<file path="config.mk">
export PLATFORM = sky130hd
export DESIGN_NAME = snake_scan_ctrl
export DESIGN_NICKNAME = d
export VERILOG_FILES = /design/src/rtl/scan_pkg.sv /design/src/rtl/serp_cnt.sv /design/src/rtl/snake_scan_ctrl.sv
export SDC_FILE = /design/constraint.sdc
export NUM_CORES = 1
export LEC_CHECK = 0
export ABC_AREA = 0
export CORE_MARGIN = 2
export CORE_UTILIZATION = 40
export CTS_BUF_LIST = sky130_fd_sc_hd__clkbuf_16
export DETAILED_ROUTE_END_ITERATION = 8
export GPL_ROUTABILITY_DRIVEN = 0
export PLACE_DENSITY_LB_ADDON = 0.1
export SKIP_CTS_REPAIR_TIMING = 1
export SYNTH_ARGS = -nofsm -noshare
export SYNTH_HDL_FRONTEND = slang
export SYNTH_SLANG_ARGS = --single-unit
</file>
<file path="constraint.sdc">
create_clock -name clk -period 3.3 [get_ports clk]
set_input_delay 0.66 -clock clk [delete_from_list [all_inputs] [get_ports clk]]
set_output_delay 0.66 -clock clk [all_outputs]
set_load 0.01 [all_outputs]
</file>
<file path="src/rtl/scan_pkg.sv">
// Shared state type and sizing constants for the snake-order scan controller.
package scan_pkg;

  localparam int unsigned CNT_W      = 10;
  localparam int unsigned WSEL_W     = 2;
  localparam int unsigned W_COLS_DEF = 4;
  localparam int unsigned W_ROWS_DEF = 3;

  typedef enum logic [2:0] {
    S_IDLE,
    S_WLOAD,
    S_PAIR,
    S_SNAKE,
    S_FIN
  } state_e;

endpackage

</file>
<file path="src/rtl/serp_cnt.sv">
// Bidirectional column counter for the serpentine scan. Terminal count is
// decoded from the current value, so a down-count never wraps below zero.
module serp_cnt
  import scan_pkg::*;
#(
  parameter int unsigned MAX = 255
) (
  input  logic             clk,
  input  logic             rst_n,
  input  logic             clr_i,
  input  logic             en_i,
  input  logic             dir_i,
  output logic [CNT_W-1:0] cnt_o,
  output logic             tc_c_o
);

  logic [CNT_W-1:0] cnt_q, cnt_d;

  // dir_i=1 counts toward 0, dir_i=0 counts toward MAX
  assign tc_c_o = dir_i ? (cnt_q == '0) : (cnt_q == CNT_W'(MAX));

  always_comb begin
    cnt_d = cnt_q;
    if (clr_i) begin
      cnt_d = '0;
    end else if (en_i && !tc_c_o) begin
      cnt_d = dir_i ? (cnt_q - CNT_W'(1)) : (cnt_q + CNT_W'(1));
    end
  end

  always_ff @(posedge clk or negedge rst_n) begin
    if (!rst_n) cnt_q <= '0;
    else        cnt_q <= cnt_d;
  end

  assign cnt_o = cnt_q;

endmodule

</file>
<file path="src/rtl/snake_scan_ctrl.sv">
// Feature-map scan sequencer: optional weight preload, two-row pair scan, then
// serpentine rows. Weight preload is built only when SCAN_WEIGHT_PRELOAD_EN is defined.
module snake_scan_ctrl
  import scan_pkg::*;
#(
  parameter int unsigned ROW    = 256,
  parameter int unsigned COL    = 256,
  parameter int unsigned W_COLS = W_COLS_DEF,
  parameter int unsigned W_ROWS = W_ROWS_DEF
) (
  input  logic              clk,
  input  logic              rst_n,
  input  logic              start,
  input  logic              abort,
  input  logic              addr_ready,
  output logic              addr_valid,
  output logic [CNT_W-1:0]  addr_row,
  output logic [CNT_W-1:0]  addr_col,
  output logic              w_valid,
  output logic [WSEL_W-1:0] w_fcol,
  output logic [WSEL_W-1:0] w_prow,
  output logic              busy,
  output logic              done
);

  state_e            state_q, state_d;
  logic [CNT_W-1:0]  row_q, row_d;
  logic [WSEL_W-1:0] wf_q, wf_d, wp_q, wp_d;
  logic              addr_valid_q, busy_q, done_q;
  logic              hs_c, scan_c, col_en_c, col_dir_c, col_tc_c;
  logic [CNT_W-1:0]  col_cnt;

  // Column moves on row 1 of a pair, and on every snake beat; even snake rows run downward
  assign hs_c      = addr_valid_q & addr_ready;
  assign col_en_c  = hs_c & ((state_q == S_SNAKE) | row_q[0]);
  assign col_dir_c = (state_q == S_SNAKE) & ~row_q[0];
  assign scan_c    = (state_d == S_PAIR) || (state_d == S_SNAKE);

  serp_cnt #(
    .MAX (COL - 1)
  ) u_col (
    .clk    (clk),
    .rst_n  (rst_n),
    .clr_i  (~scan_c),
    .en_i   (col_en_c),
    .dir_i  (col_dir_c),
    .cnt_o  (col_cnt),
    .tc_c_o (col_tc_c)
  );

  always_comb begin
    state_d = state_q;
    row_d   = row_q;
    wf_d    = wf_q;
    wp_d    = wp_q;
    unique case (state_q)
      S_IDLE: begin
        if (start) begin
`ifdef SCAN_WEIGHT_PRELOAD_EN
          state_d = S_WLOAD;
`else
          state_d = S_PAIR;
`endif
        end
      end
      S_WLOAD: begin
        if (wp_q == WSEL_W'(W_ROWS - 1)) begin
          wp_d = '0;
          if (wf_q == WSEL_W'(W_COLS - 1)) state_d = S_PAIR;
          else                             wf_d = wf_q + WSEL_W'(1);
        end else begin
          wp_d = wp_q + WSEL_W'(1);
        end
      end
      S_PAIR: begin
        if (hs_c) begin
          if (!row_q[0]) begin
            row_d = CNT_W'(1);
          end else if (col_tc_c) begin
            if (ROW > 2) begin
              state_d = S_SNAKE;
              row_d   = CNT_W'(2);
            end else begin
              state_d = S_FIN;
            end
          end else begin
            row_d = '0;
          end
        end
      end
      S_SNAKE: begin
        // Row turn keeps the column: each row's end column is the next row's start
        if (hs_c && col_tc_c) begin
          if (row_q == CNT_W'(ROW - 1)) state_d = S_FIN;
          else                          row_d   = row_q + CNT_W'(1);
        end
      end
      S_FIN:   state_d = S_IDLE;
      default: state_d = S_IDLE;
    endcase

    if (abort) state_d = S_IDLE;
    if (!scan_c) row_d = '0;
    if (state_d != S_WLOAD) begin
      wf_d = '0;
      wp_d = '0;
    end
  end

  always_ff @(posedge clk or negedge rst_n) begin
    if (!rst_n) begin
      state_q      <= S_IDLE;
      row_q        <= '0;
      wf_q         <= '0;
      wp_q         <= '0;
      addr_valid_q <= 1'b0;
      busy_q       <= 1'b0;
      done_q       <= 1'b0;
    end else begin
      state_q      <= state_d;
      row_q        <= row_d;
      wf_q         <= wf_d;
      wp_q         <= wp_d;
      addr_valid_q <= scan_c;
      busy_q       <= (state_d != S_IDLE);
      done_q       <= (state_d == S_FIN);
    end
  end

  assign addr_valid = addr_valid_q;
  assign addr_row   = row_q;
  assign addr_col   = col_cnt;
  assign busy       = busy_q;
  assign done       = done_q;

`ifdef SCAN_WEIGHT_PRELOAD_EN
  logic w_valid_q;

  always_ff @(posedge clk or negedge rst_n) begin
    if (!rst_n) w_valid_q <= 1'b0;
    else        w_valid_q <= (state_d == S_WLOAD);
  end

  assign w_valid = w_valid_q;
  assign w_fcol  = wf_q;
  assign w_prow  = wp_q;
`else
  assign w_valid = 1'b0;
  assign w_fcol  = '0;
  assign w_prow  = '0;
`endif

endmodule

</file>
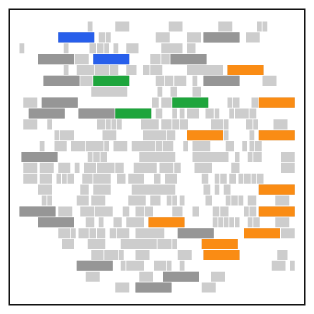
Fig. 1. Where the registers sit (run 1).
Scale: 4 px per um. Other sequential cells in the stronger gray, the rest of the logic in the fainter gray.
Green marks state_q, flops 3. Orange marks addr_row, flops 10. Blue marks wp_q, flops 2.

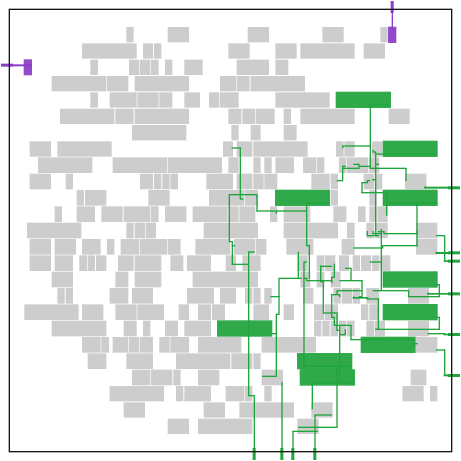
Fig. 2. I/O nets highlighted (run 1).
Scale: 6 px per um.
Purple marks w_fcol, bits 2, direction output, end cells 2, buffers 0, wire 6.50 um. Green marks addr_row, bits 10, direction output, end cells 10, buffers 10, wire 464 um.

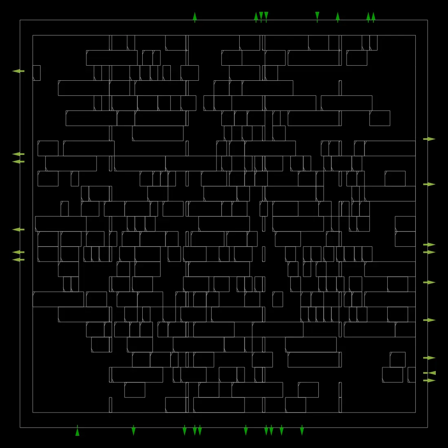
Fig. 3. Placement view (run 1).
tap cell count: 54
number of flip-flops and latches: 30
FILL cells: 441
utilization after layout: 51.3%
placement row count: 25

## run 1: metal layers
layer  vias up  track usage (%)  wire length (um)
li1        805                -                 -
met1       761             22.2              1920
met2        38             27.4              2000
met3         6             3.70               161
met4         0             6.67                73
met5         -                0                 0
## run 1: area by class of cell
| cell class | count | area, sq um | area share (%) |
|---|---|---|---|
| Sequential cell | 30 | 751 | 31.2 |
| Multi-Input combinational cell | 170 | 1120 | 46.4 |
| Timing Repair Buffer | 30 | 293 | 12.2 |
| Tap cell | 54 | 67.6 | 2.81 |
| Clock inverter | 3 | 40.0 | 1.66 |
| Inverter | 4 | 15.0 | 0.624 |
| Clock buffer | 5 | 125 | 5.20 |
## run 1: power breakdown
part           internal (W)  switching [W]  total [W]
Clock              0.000352       0.000159   0.000511
Sequential         0.000372     0.00000346   0.000375
Combinational     0.0000177      0.0000288  0.0000465
## run 1: how the worst min path moves through the flow
| stage | slack (ns) | cells past startpoint | from | endpoint |
|---|---|---|---|---|
| 2_1_floorplan | 0.36 | 0 | rst_n | addr_row[0] |
| 3_3_place_gp | 0.52 | 1 | addr_row[5] | addr_row[5] |
| 3_5_place_dp | 0.53 | 1 | addr_row[5] | addr_row[5] |
| 4_1_cts | 0.53 | 1 | addr_row[5] | addr_row[5] |
| 5_1_grt | 0.58 | 1 | addr_row[6] | addr_row[6] |
| 6_report | 0.53 | 1 | addr_row[5] | addr_row[5] |
## run 1: worst max-delay path, cell delays in order (launching register included)
cell and delay [ns]:
dfrtp_1 0.48, and4bb_4 0.48, ha_1 0.31, a21oi_1 0.16, nor2b_1 0.06, a311o_1 0.34, a31oi_1 0.25, o21ai_0 0.16
mux2i_1 0.19, mux2i_1 0.20
## run 1: cell families (layout without fill, tap and decap cells)
| family | count (synthesis) | in the layout | synth area share [%] |
|---|---|---|---|
| other cells | 1 | 5 | 0.194 |
| compound gates | 41 | 41 | 14.3 |
| simple gates | 92 | 92 | 24.8 |
| xor+xnor | 10 | 10 | 4.54 |
| fa+ha+maj | 11 | 11 | 7.52 |
| buf+inv | 13 | 42 | 4.08 |
| mux | 11 | 11 | 5.70 |
| flops | 30 | 30 | 38.9 |
## run 1: flip-flops by register name (all words and copies together), names as in the netlist
| signal | count |
|---|---|
| addr_row | 10 |
| wf_q | 2 |
| state_q | 3 |
| wp_q | 2 |
| u_col.cnt_o | 10 |
| busy | 1 |
| addr_valid | 1 |
| done | 1 |
## run 1: synth_stat cells (2+ instances only)
library cell	n
nand2_1	20
o21ai_1	4
xnor2_1	8
buf_4	5
inv_1	4
nor3_1	4
o31a_1	2
nand2b_1	3
or2_2	2
ha_1	10
buf_2	3
dfrtp_1	30
nand4_1	3
xor2_1	2
nand3b_1	3
nand3_1	4
nor2b_1	4
nor4_1	5
nor2_1	33
a31oi_1	3
a21oi_1	9
mux2i_1	11
o21ai_0	12
nand4b_1	2
## run 1: stage by stage
stage	utilization (%)	setup WS [ns]	cell area, sq um	power (W)
floorplan	-	0.773	1950	0.000408
global placement	47.8	0.656	2240	0.000429
detailed placement	47.8	0.605	2240	0.000429
CTS	51.3	0.577	2410	0.000952
global route	51.3	0.338	2410	0.000975
finish	51.3	0.597	2410	0.000932
==> impl_metrics.env, run 1 <==
# physical design summary
export IMPL_result_of_the_run="finished clean"
export IMPL_dp_hpwl_um=2990
export IMPL_design_die_area_sq_mm=0.00540
export IMPL_flow_area_growth_from_synthesis_pct=24.7
export IMPL_grt_pass1_vias=1495
export IMPL_timing_rr_end="u_col.cnt_o[9]"
export IMPL_timing_critical_path_from="addr_row[0]"
export IMPL_cp_required_ns=3.50
export IMPL_max_clock_freq_mhz=370
export IMPL_stage_log_warnings=26
export IMPL_seq_share_synth_pct=38.9
export IMPL_drt_initial_drc_count=31
export IMPL_power_per_cell_area_mw_per_mm2=387
export IMPL_die_h_um=73.5
export IMPL_worst_r2r_setup_slack_ns=0.60
export IMPL_rsz_0062_raised_after_global_routing="no"
export IMPL_dr_total_vias=1610
export IMPL_yosys_stat_area_sq_mm=0.00193
export IMPL_syn_inst=209
export IMPL_worstSetupStartpointType="flop"
export IMPL_yosys_cell_types_count=47
export IMPL_timing_clock_skew_ns=0.00526
export IMPL_final_cells=296
export IMPL_drv_slew=0
export IMPL_critical_path_endpoint="u_col.cnt_o[9]"
export IMPL_synthTopCellsByArea="dfrtp_1 39%, ha_1 6.5%, nor2_1 6.4%"
export IMPL_via_density=5.44
export IMPL_detailedRoute_firstPassIterationCount=4
export IMPL_netlist_area_leader_share_pct=38.9
export IMPL_final_global_route_overflow_total=0
export IMPL_cts_inserted_buffers=5
export IMPL_layout_top_cells_excl_fill_tap="33 x nor2_1, 30 x dfrtp_1, 27 x clkdlybuf4s50_1"
export IMPL_globalRouteTotalUtil_pct=17.0
export IMPL_cts_h_tree_lvls=2
export IMPL_cp_arrival_ns=2.90
export IMPL_placedCellCount=288
export IMPL_clock_path_buffers=2
export IMPL_antenna_cells_inserted=0
export IMPL_max_cap_viol_count=0
export IMPL_final_report_hold_violation_count=0
export IMPL_fp_dieW_um=73.5
export IMPL_fin_worst_hold_slack_ns=0.526
Fig. 4: run 1, placement by cell class
Scale: 4 px per um.
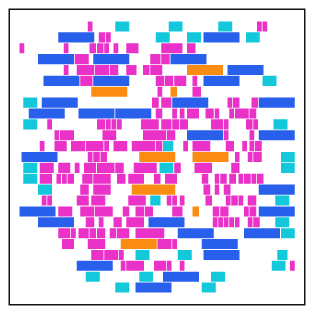

==> run 1 -> run 2 <==
==> constraint.sdc (replaced) <==
create_clock -name clk -period 2.58 [get_ports clk]
set_input_delay 0.516 -clock clk [delete_from_list [all_inputs] [get_ports clk]]
set_output_delay 0.516 -clock clk [all_outputs]
set_load 0.01 [all_outputs]
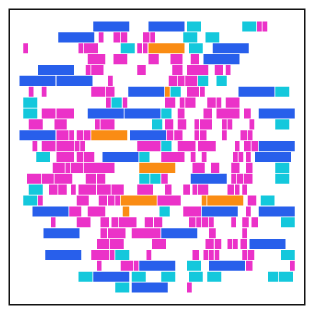
Fig. 5. Placement by cell class (run 2).
Scale: 4 px per um.
Orange marks clock drivers and dummy loads, cells 8, share of their area 5.7%. Cyan marks other buffers and delay cells, cells 39, share of their area 15%. Blue marks flops, cells 30, share of their area 31%. Magenta marks combinational and other logic, cells 174, share of their area 48%.

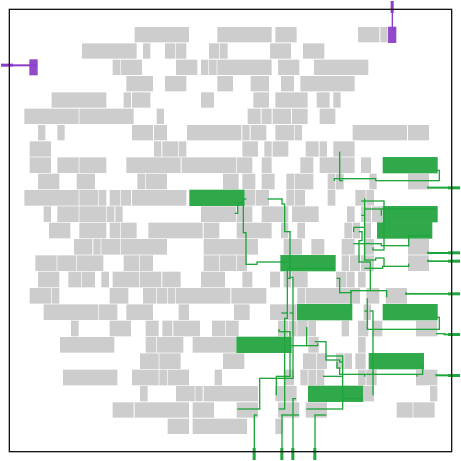
Fig. 6. I/O nets highlighted (run 2).
Scale: 6 px per um.
Green marks addr_row, bits 10, direction output, end cells 10, buffers 11, wire 388 um. Purple marks w_fcol, bits 2, direction output, end cells 2, buffers 0, wire 7.40 um.

==> impl_metrics.env, run 2 <==
# physical design summary
export IMPL_result_of_the_run="finished clean"
export IMPL_seq_share_synth_pct=38.9
export IMPL_globalRouteTotalUtil_pct=17.2
export IMPL_drt_initial_drc_count=70
export IMPL_cpMostUsedCell="mux2i_1"
export IMPL_stage_log_warnings=26
export IMPL_netlist_area_leader_share_pct=38.9
export IMPL_worstPathCellList="and4bb_4 -> ha_1 -> a21oi_1 -> nor2b_1 -> a311o_1 -> a31oi_4 -> o21ai_1 -> mux2i_1 -> mux2i_1"
export IMPL_syn_inst=209
export IMPL_placed_area_sq_mm=0.00231
export IMPL_fp_dieW_um=73.5
export IMPL_via_density=5.29
export IMPL_rows=25
export IMPL_cts_inserted_buffers=5
export IMPL_dp_hpwl_um=3140
export IMPL_cp_arrival_ns=2.62
export IMPL_crit_path_top_delay_cell="and4bb_4"
export IMPL_ys_top_logic_family="simple AND/OR/NAND/NOR gates"
export IMPL_detailedRoute_firstPassIterationCount=5
export IMPL_cts_h_tree_lvls=2
export IMPL_design_area_sq_mm=0.00247
export IMPL_top_cell="nor2_1"
export IMPL_max_cap_viol_count=0
export IMPL_timing_clock_skew_ns=0.00366
export IMPL_synthTopCellsByArea="dfrtp_1 39%, ha_1 6.5%, nor2_1 6.4%"
export IMPL_slowest_stage_delay_cp_ns=0.39
export IMPL_clock_path_buffers=2
export IMPL_drv_slew=0
export IMPL_grt_pass1_vias=1518
export IMPL_power_per_cell_area_mw_per_mm2=442
export IMPL_max_clock_freq_mhz=413
export IMPL_layout_top_cells_excl_fill_tap="33 x nor2_1, 30 x dfrtp_1, 27 x clkdlybuf4s50_1"
export IMPL_cpLargestDelayFamily="AND-OR/OR-AND gates"
export IMPL_yosys_cell_types_count=47
export IMPL_multiplexer_share_of_the_synthesized_area_pct=5.70
export IMPL_synth_compound_gate_area_share_pct=14.3
export IMPL_synthAdderAreaFrac_pct=7.52
export IMPL_cp_required_ns=2.78
export IMPL_antenna_cells_inserted=0
export IMPL_final_critical_path_setup_slack_ns=0.160
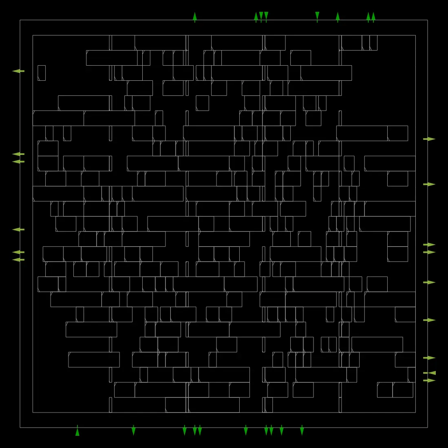
Fig. 7. Placement view (run 2).
sequential cell area share: 30.4%
utilization after layout: 52.6%
final instance count without filler cells: 305

## run 2: where the power goes
part           total [W]  leakage [nW]  switching (W)  internal [W]
clock           0.000545        0.0724       0.000197      0.000348
combinational  0.0000682         0.564      0.0000402     0.0000280
sequential      0.000478         0.415     0.00000252      0.000475
## run 2: logic make-up (layout without fill, tap and decap cells)
group,count (synthesis),after routing
DFF,30,30
AOI/OAI and AO/OA,41,41
xor gates and xnor gates,10,10
muxes,11,11
and+or+nand+nor,92,92
buffers and inverters,13,51
adders and majority gates,11,11
other,1,5
## run 2: final timing paths
path	slack [ns]	end	start	cells after the start
min in group asynchronous	0.64	addr_row[3]	rst_n	2
setup reg to reg	0.16	u_col.cnt_o[9]	state_q[2]	9
max in group asynchronous	1.64	state_q[0]	rst_n	2
hold reg to reg	0.52	addr_row[5]	addr_row[5]	1
hold / removal	0.52	addr_row[5]	addr_row[5]	1
setup / recovery	0.16	u_col.cnt_o[9]	state_q[2]	9
## run 2: per-layer routing
| layer | GRT usage [%] | share of wire, % |
|---|---|---|
| met4 | 6.46 | 1.5 |
| met1 | 23.5 | 48 |
| met2 | 26.6 | 48 |
| met3 | 3.84 | 3.3 |
| met5 | 0 | 0 |
## run 2: area by class of cell
| class | count | area [sq um] |
|---|---|---|
| Sequential cell | 30 | 751 |
| Tap cell | 54 | 67.6 |
| Clock buffer | 5 | 125 |
| Timing Repair Buffer | 39 | 360 |
| Clock inverter | 3 | 12.5 |
| Fill cell | 432 | 2220 |
| Inverter | 4 | 15.0 |
| Multi-Input combinational cell | 170 | 1140 |
## run 2: metrics by stage
step                      instances  power, W
after floorplan                 213  0.000522
after global placement          297  0.000556
after detailed placement        297  0.000555
after CTS                       305   0.00111
after global routing            305   0.00115
final                           305   0.00109
Fig. 8: run 2, where the registers sit
Scale: 4 px per um. Other sequential cells in the stronger gray, the rest of the logic in the fainter gray.
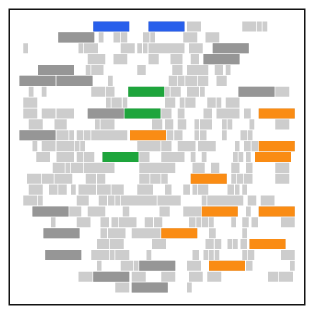

==> run 2 -> run 3 <==
--- a/config.mk
+++ b/config.mk
@@ -6,7 +6,7 @@
 export NUM_CORES = 1
 export LEC_CHECK = 0
 export ABC_AREA = 0
-export CORE_MARGIN = 2
+export CORE_MARGIN = 4
 export CORE_UTILIZATION = 40
 export CTS_BUF_LIST = sky130_fd_sc_hd__clkbuf_16
 export DETAILED_ROUTE_END_ITERATION = 8
==> constraint.sdc (replaced) <==
create_clock -name clk -period 3.05 [get_ports clk]
set_input_delay 0.61 -clock clk [delete_from_list [all_inputs] [get_ports clk]]
set_output_delay 0.61 -clock clk [all_outputs]
set_load 0.01 [all_outputs]
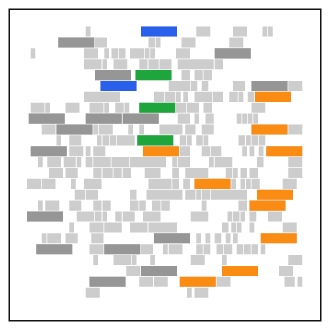
Fig. 9. Where the registers sit (run 3).
Scale: 4 px per um. Other sequential cells in the stronger gray, the rest of the logic in the fainter gray.
Orange marks addr_row, flops 10. Blue marks wp_q, flops 2. Green marks state_q, flops 3.

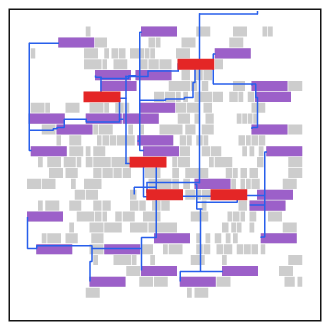
Fig. 10. Routed clock nets over the placement (run 3).
Scale: 4 px per um.
Blue marks clock wires, length 487 um. Purple marks flip-flops, count 30. Red marks clock drivers, count 5.
There are 6 routed clock nets. Position of the flops: widely spread.

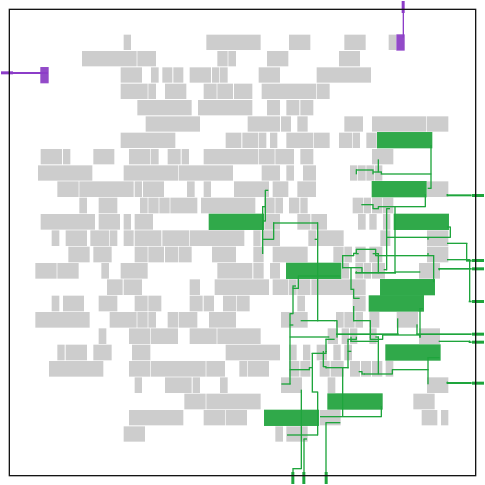
Fig. 11. I/O nets highlighted (run 3).
Scale: 6 px per um.
Purple marks w_fcol, bits 2, direction output, end cells 2, buffers 0, wire 10.2 um. Green marks addr_row, bits 10, direction output, end cells 10, buffers 11, wire 418 um.

==> impl_metrics.env, run 3 <==
# physical design summary
export IMPL_power_internal_w=0.000717
export IMPL_pwr_share_clk_pct=50.1
export IMPL_grt_pass1_vias=1539
export IMPL_top_cell="nor2_1"
export IMPL_netlist_area_leader_share_pct=38.9
export IMPL_synthAdderAreaFrac_pct=7.52
export IMPL_hold_path_endpoint="addr_row[5]"
export IMPL_globalRouteTotalUtil_pct=15.4
export IMPL_detailedRoute_firstPassIterationCount=4
export IMPL_dp_hpwl_um=3010
export IMPL_worst_r2r_path_depth=9
export IMPL_syn_inst=209
export IMPL_clock_path_buffers=2
export IMPL_drv_slew=0
export IMPL_logic_area_sq_mm=0.00112
export IMPL_p_seq_share_pct=44.1
export IMPL_layout_top_cells_excl_fill_tap="33 x nor2_1, 30 x dfrtp_1, 27 x clkdlybuf4s50_1"
export IMPL_seq_share_synth_pct=38.9
export IMPL_result_of_the_run="finished clean"
export IMPL_rows=25
export IMPL_power_switching_w=0.000202
==> run 3: cell types whose count changed in the layout (fill, tap and decap cells not counted), sizes merged <==
cell  change
buf       -7
==> run 3: kinds of logic after synthesis <==
| group | count (synthesis) |
|---|---|
| AND/OR/NAND/NOR | 92 |
| AND-OR/OR-AND | 41 |
| buffers and inverters | 13 |
| adder cells (fa/ha/maj) | 11 |
| XOR/XNOR | 10 |
| multiplexers | 11 |
| other | 1 |
| flip-flops | 30 |
==> run 3: critical path, stage by stage, from the launching register on <==
cell and delay (ns):
dfrtp_1 0.42, and4bb_4 0.49, ha_1 0.31, a21oi_1 0.16, nor2b_1 0.06, a311o_1 0.35
a31oi_1 0.24, o21ai_0 0.15, mux2i_1 0.20, mux2i_1 0.19
==> run 3: worst max-delay path by stage <==
stage,to,slack (ns),cells past startpoint
6_report,u_col.cnt_o[9],0.41,9
5_1_grt,u_col.cnt_o[9],0.21,9
4_1_cts,u_col.cnt_o[9],0.40,9
3_5_place_dp,u_col.cnt_o[9],0.39,9
3_3_place_gp,u_col.cnt_o[9],0.46,9
2_1_floorplan,u_col.cnt_o[9],0.52,9
==> run 3: per-stage QoR <==
step / cells / total power (W) / area, sq um / worst slack, ns / util, %
finish: 298 / 0.000918 / 2390 / 0.409 / 51.0
global route: 298 / 0.000959 / 2390 / 0.213 / 51.0
global placement: 290 / 0.000466 / 2260 / 0.457 / 48.1
detailed placement: 290 / 0.000466 / 2260 / 0.390 / 48.1
floorplan: 213 / 0.000442 / 1950 / 0.523 / -
CTS: 298 / 0.000937 / 2390 / 0.404 / 51.0
==> run 3: final cells by class <==
cell class              instances  area share (%)
multi-input cells             170            46.6
flip-flops and latches         30            31.3
repair buffers                 32            12.9
clock buffers                   5            5.22
well taps                      54            2.82
inverters                       4           0.627
clock inverters                 3           0.522
==> run 3: power by group through the flow <==
stage / logic (W) / clock network, W / registers [W]
after floorplan: 0.0000286 / 0 / 0.000413
after global placement: 0.0000542 / 0 / 0.000412
after detailed placement: 0.0000541 / 0 / 0.000412
after CTS: 0.0000542 / 0.000478 / 0.000405
after global routing: 0.0000588 / 0.000496 / 0.000405
final: 0.0000527 / 0.000461 / 0.000405
==> run 3: metal layers <==
layer	track usage [%]	vias up	routed length, um	share of wire, %
met1	20.5	763	2050	49
li1	-	805	-	-
met3	4.29	5	136	3.3
met5	0	-	0	0
met4	5.87	0	63	1.5
met2	23.8	28	1910	46
Power is estimated from default activity; no workload was simulated.
